==> src/rtl/lsu_bus_master.sv <==
// lsu_bus_master: load/store initiator for the word-only IO bus.
// Sub-word stores use read-modify-write. Optional RDY timeout: LSU_TIMEOUT_EN.
module lsu_bus_master #(
  parameter int unsigned TIMEOUT_CYCLES = 255
) (
  input  logic        CLK,
  input  logic        RST,
  input  logic        REQ,
  input  logic        REQ_WE,
  input  logic [1:0]  REQ_SIZE,
  input  logic        REQ_UNSIGNED,
  input  logic [31:0] REQ_ADDR,
  input  logic [31:0] REQ_WDATA,
  output logic        BUSY,
  output logic        DONE,
  output logic        ERR,
  output logic [31:0] RDATA,
  output logic [31:0] ADDR,
  output logic [31:0] DIN,
  output logic        WE,
  output logic        RREQ,
  input  logic [31:0] DOUT,
  input  logic        RDY
);

  localparam logic [1:0] S_IDLE = 2'd0;
  localparam logic [1:0] S_RD   = 2'd1;
  localparam logic [1:0] S_GAP  = 2'd2;
  localparam logic [1:0] S_WR   = 2'd3;

  if (TIMEOUT_CYCLES < 1 || TIMEOUT_CYCLES > 65535) begin : g_bad_to
    $error("TIMEOUT_CYCLES out of range 1..65535");
  end

  logic [1:0]  state_q, state_d;
  logic        done_q, done_d;
  logic        err_q, err_d;
  logic [31:0] rdata_q, rdata_d;
  logic [31:0] addr_q, addr_d;
  logic [31:0] din_q, din_d;
  logic        st_q, st_d;
  logic [1:0]  size_q, size_d;
  logic        uns_q, uns_d;
  logic [1:0]  lane_q, lane_d;
  logic [15:0] wlo_q, wlo_d;

`ifdef LSU_TIMEOUT_EN
  localparam logic [15:0] TO_LAST = 16'(TIMEOUT_CYCLES - 1);
  logic [15:0] cnt_q, cnt_d;
`endif

  logic        misal;
  logic [4:0]  sh;
  logic [7:0]  lane_b;
  logic [15:0] lane_h;
  logic [31:0] ld_val;
  logic [31:0] mask;
  logic [31:0] ins;
  logic [31:0] merged;

  // Strobes follow the state register, so async reset drops them at once.
  assign BUSY  = (state_q != S_IDLE);
  assign RREQ  = (state_q == S_RD);
  assign WE    = (state_q == S_WR);
  assign DONE  = done_q;
  assign ERR   = err_q;
  assign RDATA = rdata_q;
  assign ADDR  = addr_q;
  assign DIN   = din_q;

  // Alignment check on the incoming request and lane datapath on bus data.
  always_comb begin
    misal  = (REQ_SIZE == 2'b11)
           | ((REQ_SIZE == 2'b01) & REQ_ADDR[0])
           | ((REQ_SIZE == 2'b10) & (|REQ_ADDR[1:0]));
    sh     = {lane_q, 3'b000};
    lane_b = 8'(DOUT >> sh);
    lane_h = 16'(DOUT >> sh);
    case (size_q)
      2'b00:   ld_val = {{24{~uns_q & lane_b[7]}}, lane_b};
      2'b01:   ld_val = {{16{~uns_q & lane_h[15]}}, lane_h};
      default: ld_val = DOUT;
    endcase
    if (size_q == 2'b00) begin
      mask = 32'h0000_00FF << sh;
      ins  = {24'h0, wlo_q[7:0]} << sh;
    end else begin
      mask = 32'h0000_FFFF << sh;
      ins  = {16'h0, wlo_q} << sh;
    end
    merged = (DOUT & ~mask) | ins;
  end

  // Next-state logic for the request FSM and its registered outputs.
  always_comb begin
    state_d = state_q;
    done_d  = 1'b0;
    err_d   = 1'b0;
    rdata_d = rdata_q;
    addr_d  = addr_q;
    din_d   = din_q;
    st_d    = st_q;
    size_d  = size_q;
    uns_d   = uns_q;
    lane_d  = lane_q;
    wlo_d   = wlo_q;
`ifdef LSU_TIMEOUT_EN
    cnt_d   = cnt_q;
`endif
    case (state_q)
      S_IDLE: begin
        if (REQ) begin
          if (misal) begin
            done_d  = 1'b1;
            err_d   = 1'b1;
            rdata_d = 32'h0;
          end else begin
            st_d   = REQ_WE;
            size_d = REQ_SIZE;
            uns_d  = REQ_UNSIGNED;
            lane_d = REQ_ADDR[1:0];
            wlo_d  = REQ_WDATA[15:0];
            addr_d = {REQ_ADDR[31:2], 2'b00};
`ifdef LSU_TIMEOUT_EN
            cnt_d  = 16'h0;
`endif
            if (REQ_WE && REQ_SIZE == 2'b10) begin
              din_d   = REQ_WDATA;
              state_d = S_WR;
            end else begin
              state_d = S_RD;
            end
          end
        end
      end
      S_RD: begin
        if (RDY) begin
          if (!st_q) begin
            rdata_d = ld_val;
            done_d  = 1'b1;
            state_d = S_IDLE;
          end else begin
            din_d   = merged;
            state_d = S_GAP;
          end
        end
`ifdef LSU_TIMEOUT_EN
        else if (cnt_q == TO_LAST) begin
          state_d = S_IDLE;
          done_d  = 1'b1;
          err_d   = 1'b1;
          rdata_d = 32'h0;
        end else begin
          cnt_d = cnt_q + 16'h1;
        end
`endif
      end
      S_GAP: begin
        state_d = S_WR;
`ifdef LSU_TIMEOUT_EN
        cnt_d   = 16'h0;
`endif
      end
      default: begin
        if (RDY) begin
          done_d  = 1'b1;
          state_d = S_IDLE;
        end
`ifdef LSU_TIMEOUT_EN
        else if (cnt_q == TO_LAST) begin
          state_d = S_IDLE;
          done_d  = 1'b1;
          err_d   = 1'b1;
          rdata_d = 32'h0;
        end else begin
          cnt_d = cnt_q + 16'h1;
        end
`endif
      end
    endcase
  end

  // State and output registers with asynchronous reset.
  always_ff @(posedge CLK or posedge RST) begin
    if (RST) begin
      state_q <= S_IDLE;
      done_q  <= 1'b0;
      err_q   <= 1'b0;
      rdata_q <= 32'h0;
      addr_q  <= 32'h0;
      din_q   <= 32'h0;
      st_q    <= 1'b0;
      size_q  <= 2'b00;
      uns_q   <= 1'b0;
      lane_q  <= 2'b00;
      wlo_q   <= 16'h0;
`ifdef LSU_TIMEOUT_EN
      cnt_q   <= 16'h0;
`endif
    end else begin
      state_q <= state_d;
      done_q  <= done_d;
      err_q   <= err_d;
      rdata_q <= rdata_d;
      addr_q  <= addr_d;
      din_q   <= din_d;
      st_q    <= st_d;
      size_q  <= size_d;
      uns_q   <= uns_d;
      lane_q  <= lane_d;
      wlo_q   <= wlo_d;
`ifdef LSU_TIMEOUT_EN
      cnt_q   <= cnt_d;
`endif
    end
  end

endmodule

==> config.mk <==
export PLATFORM = sky130hd
export DESIGN_NAME = lsu_bus_master
export DESIGN_NICKNAME = d
export VERILOG_FILES = /design/src/rtl/lsu_bus_master.sv
export SDC_FILE = /design/constraint.sdc
export NUM_CORES = 1
export LEC_CHECK = 0
export CORE_MARGIN = 1.5
export CORE_UTILIZATION = 35
export CTS_CLUSTER_DIAMETER = 200
export DETAILED_ROUTE_END_ITERATION = 10
export PLACE_DENSITY = 0.7
export REMOVE_ABC_BUFFERS = 1
export SYNTH_ARGS = -nofsm -noshare
export SYNTH_HDL_FRONTEND = slang
export SYNTH_SLANG_ARGS = --single-unit
==> constraint.sdc <==
create_clock -name CLK -period 6.3 [get_ports CLK]
set_input_delay 1.26 -clock CLK [delete_from_list [all_inputs] [get_ports CLK]]
set_output_delay 1.26 -clock CLK [all_outputs]
set_load 0.005 [all_outputs]
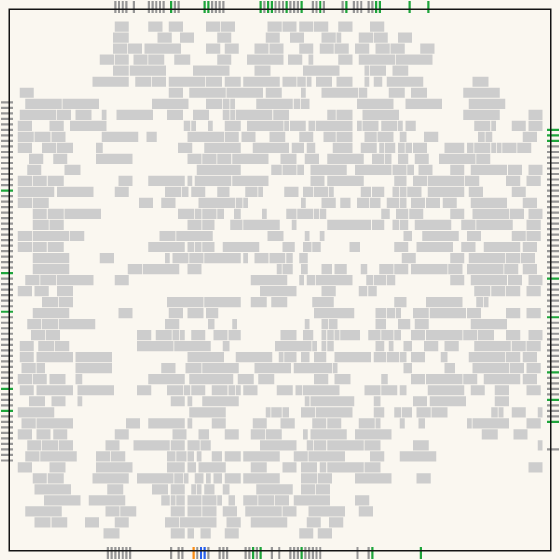
run_1/pinout.png
Pins as bars across the die edge, other pins in gray.
| port | color | pins | direction | edge |
|---|---|---|---|---|
| REQ_SIZE | blue | 2 | input | south |
| DIN | green | 32 | output | 14 north, 8 east, 5 west, 5 south |
| REQ | orange | 1 | input | south |
vertical extent of the die: 133 µm
Die X: 133 µm
count of buffers from port buffering: 202

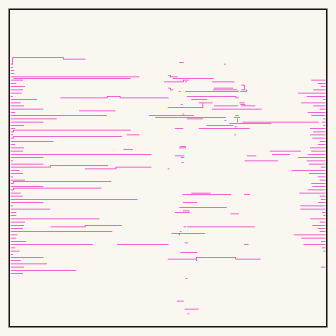
run_1/m3.png
longest straight run: 59.1 µm
share of all routed wire: 10%
vias after detailed routing: 5,006
DRT Wirelength: 18,800 µm
met3 Track Usage GR: 8.60%

==> summary.txt, run 1 <==
Implementation results.

The flow ran to the end, and the final reports show no timing, DRC or antenna violations. The critical-path cell with the highest stage delay is clkdlybuf4s50_1. Hold timing on the final database bottoms out at a slack of 0.498 ns. Per the synth log, the flip-flop and latch total comes to 120. The number of global-route vias before repair is 5,322.

The most used logic cell in the final layout is clkdlybuf4s50_1. The normalized max-slew margin is 12.5%. The final layout reports a setup TNS of 0 ns.

Each instance of the synthesized netlist takes up on average 11.8 µm². The cell area after layout is 8740 µm². The worst setup path is launched from a flop. The worst hold path cell count is 1.

The met1 track demand over resource in global routing is 26.8%. Looking at the global route congestion table, the highest-usage layer is met2. The non-clock inverter count in the final layout is 9. The met2 routing resource usage after global routing is 34.5%. Per report_power, the combinational group accounts for 44.1% of the total. The cell area that synthesis handed to floorplanning was 5940 µm². The HPWL after detailed placement is 13,300 µm. The initial antenna violation count is 1.

Summing the sequential cell areas from Yosys gives 50.5% of the chip area. The cell type taking the most area is flip-flops and latches. Listed in order, past its start point the critical path passes nand2b_2 -> buf_4 -> clkinv_1 -> clkdlybuf4s50_1. The largest part of the power goes to combinational cells. The initial DRC count is 453. Looking at the max-slew report, the worst-margin pin has a slew of 1.30 ns.

The number of multi-input combinational cells is 336. The routed design shows a via density per instance of 5.41. Yosys shows that the main logic family after synthesis is multiplexers. The final timing report lists a hold violation count of 0. Across all register-to-register paths, the minimum setup slack is 2.76 ns. The register share of the cell area is 34.4%.

The detailed router put a total of 7680 µm of wire on met1. The H-tree level count is 4. Setup repair after global routing left no endpoint under its margin. Entering global routing, the biggest net connects 80 pins.

Of all the cell area in the finished design, the clock network holds 7.15%. The synthesized netlist has a Yosys-reported chip area of 5940 µm². The tool flagged a number of max-cap violations equal to 0. For reference, XOR and XNOR gates occupy 0% of the area reported after synthesis. The async set-reset flop share out of synthesis is 100%. The cell sitting at the root of the clock tree is a clkbuf_16. The portion of synthesized area spent on multiplexers is 22.3%. Synthesis handed over a netlist of 505 instances. The layout clock buffer count is 24. The multi-input combinational cell area is 2740 µm². The share of the core filled with cells is 52.7%. The floorplan report lists the tap cell count as 220.

The minimum setup slack in the final design is 2.39 ns. The cell class contributing the biggest share of worst-path delay is buffers and inverters. The logs give a warning total of 25. Per the synthesis report, the simple-gate share of the synthesized area is 6.99%. The count of nets left with antenna violations once routing finished came out at 0. The synthesis report names the predominant flop master as dfrtp_1. The worst setup path category is flop to output pin. In the synthesized netlist, the cells that appear most often are 120 x dfrtp_1, 92 x mux2_2, 30 x nand2_1. The final total power is 4.49 mW.

The clock network is responsible for 23.0% of the overall power. The first global-routing pass estimated 29,600 µm of wire. The number of buffers inserted by hold repair at cts is 0.

The number of standard cells reported by yosys is 505. TritonCTS reports the number of clock sinks as 120. The startpoint identified for the worst register-to-register timing path is lane_q[0]$_DFFE_PP0P_. For the sequential group, total power comes out at 1.48 mW.
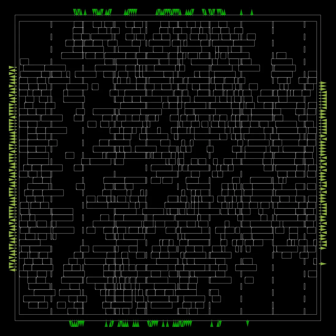
run_1/placed.png
placeable core region: 16,600 µm²
number of placement rows: 47

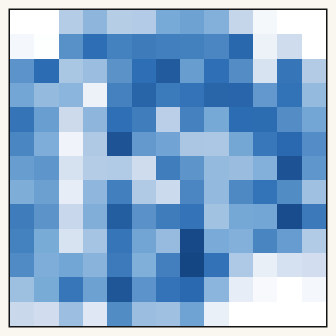
run_1/util_map.png
The die is cut into 13 by 13 equal tiles; white is low, dark blue is high, 0 to 100% covered.
emptiest ninth of the die: south-east
tiles over 75% full: 11%
mean over tiles: 48%
fullest tile: 91%
nearly empty tiles: 6.5%

==> run 2: changes to the inputs <==
==> constraint.sdc (replaced) <==
create_clock -name CLK -period 3.7 [get_ports CLK]
set_input_delay 0.74 -clock CLK [delete_from_list [all_inputs] [get_ports CLK]]
set_output_delay 0.74 -clock CLK [all_outputs]
set_load 0.005 [all_outputs]
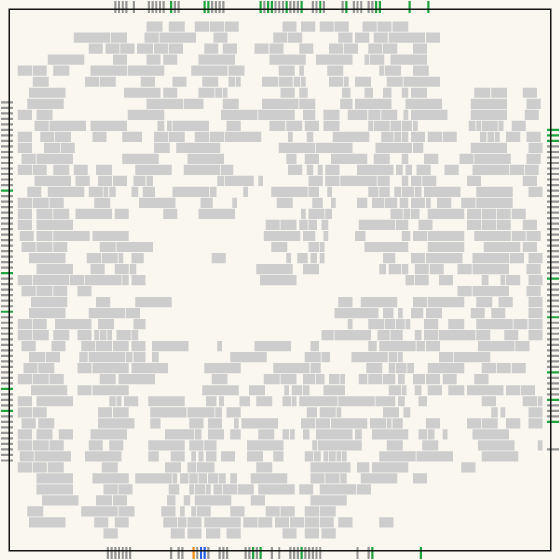
run_2/pinout.png
Pins as bars across the die edge, other pins in gray.
| port | color | pins | direction | edge |
|---|---|---|---|---|
| DIN | green | 32 | output | 14 north, 8 east, 5 west, 5 south |
| REQ | orange | 1 | input | south |
| REQ_SIZE | blue | 2 | input | south |
all pins by edge: 66 west, 55 east, 46 north, 38 south

==> run 2 against run 1 <==
Net effect:
- clock-buffer cell count shrank 1
- synthesized cell count is the same
- sequential cell count is the same
- utilization grew 0.49 points
- via count grew 0.30%
- synthesized area is the same
- clock skew grew 0.0013 ns
- clock power grew 73%
- power grew 72%
- setup slack lost 1.3 ns
- highest routed layer unchanged
==> summary.txt, run 2 <==
Implementation results.

Setup repair after global routing left no endpoint under its margin. The worst hold path cell count is 1 (unchanged). Walking the worst path, the cells encountered are nand2b_2 -> clkinv_1 -> buf_4 -> clkdlybuf4s50_1. The H-tree level count is 4 (unchanged).

The initial DRC count was 445 (-1.8%). The largest cell class by area is flip-flops and latches. The largest net degree at the start of global routing came to 55 (-31%). The minimum setup slack in the final design is 1.07 ns (-1.32 ns). The synthesis run shows the most used standard cells to be 120 x dfrtp_1, 92 x mux2_2, 30 x nand2_1. The met1 wire length is 7990 µm (+4.0%). Of the combinational cells, the family taking the most area is multiplexers. The non-clock inverter count in the final layout was 9 (unchanged). The first-pass GRT wire length is 29,700 µm (+0.53%). The transition time of the tightest slew-check pin was 1.01 ns (-0.291 ns).

Looking at the cell usage after synthesis, the top flip-flop cell is dfrtp_1. The met1 track demand over resource in global routing is 27.7% (+0.89 points). The critical-path cell with the highest stage delay is clkdlybuf4s50_1. The die height was 133 µm (unchanged). The number of well taps was 220 (unchanged). The netlist area before placement is 5940 µm² (unchanged). The layer flagged by global routing as most heavily used is met2.

The type of origin of the critical path is a flop. The total routed wirelength is 19,000 µm (+0.91%). The met2 routing resource usage after global routing is 35.6% (+1.1 points).

The initial antenna violation count came to 0 (-1). The number of buffers inserted by hold repair at cts came to 0 (unchanged). The worst setup path category is flop to output pin. The sequential share of the synthesized area was 50.5% (unchanged). The count of tool warnings was 25 (unchanged). The register-to-register path setup slack is 1.25 ns (-1.51 ns). The share of the core filled with cells is 53.2% (+0.49 points). The multi-input combinational cell area is 2740 µm² (unchanged). The normalized max-slew margin came to 32.6% (+20 points). The number of endpoints with negative hold slack in the final report was 0 (unchanged). The average instance area after synthesis is 11.8 µm² (unchanged).

The area fraction in xor and xnor cells was 0% (unchanged). The detailed placer's ending HPWL is 13,300 µm (+0.26%). The root buffer cell chosen for the clock tree is clkbuf_16.

The register share of the cell area was 34.1% (-0.32 points). The run finished with clean final reports.
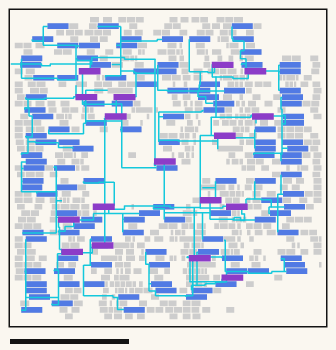
run_2/clock_wires.png
Bar = 50 µm.
[flip-flops] blue | count: 120
[clock-net drivers] purple | count: 17
[clock wires] cyan | length: 1,760 µm
flops lie: spread over the die

No activity file was given, so power comes from the tool's default toggle rates.
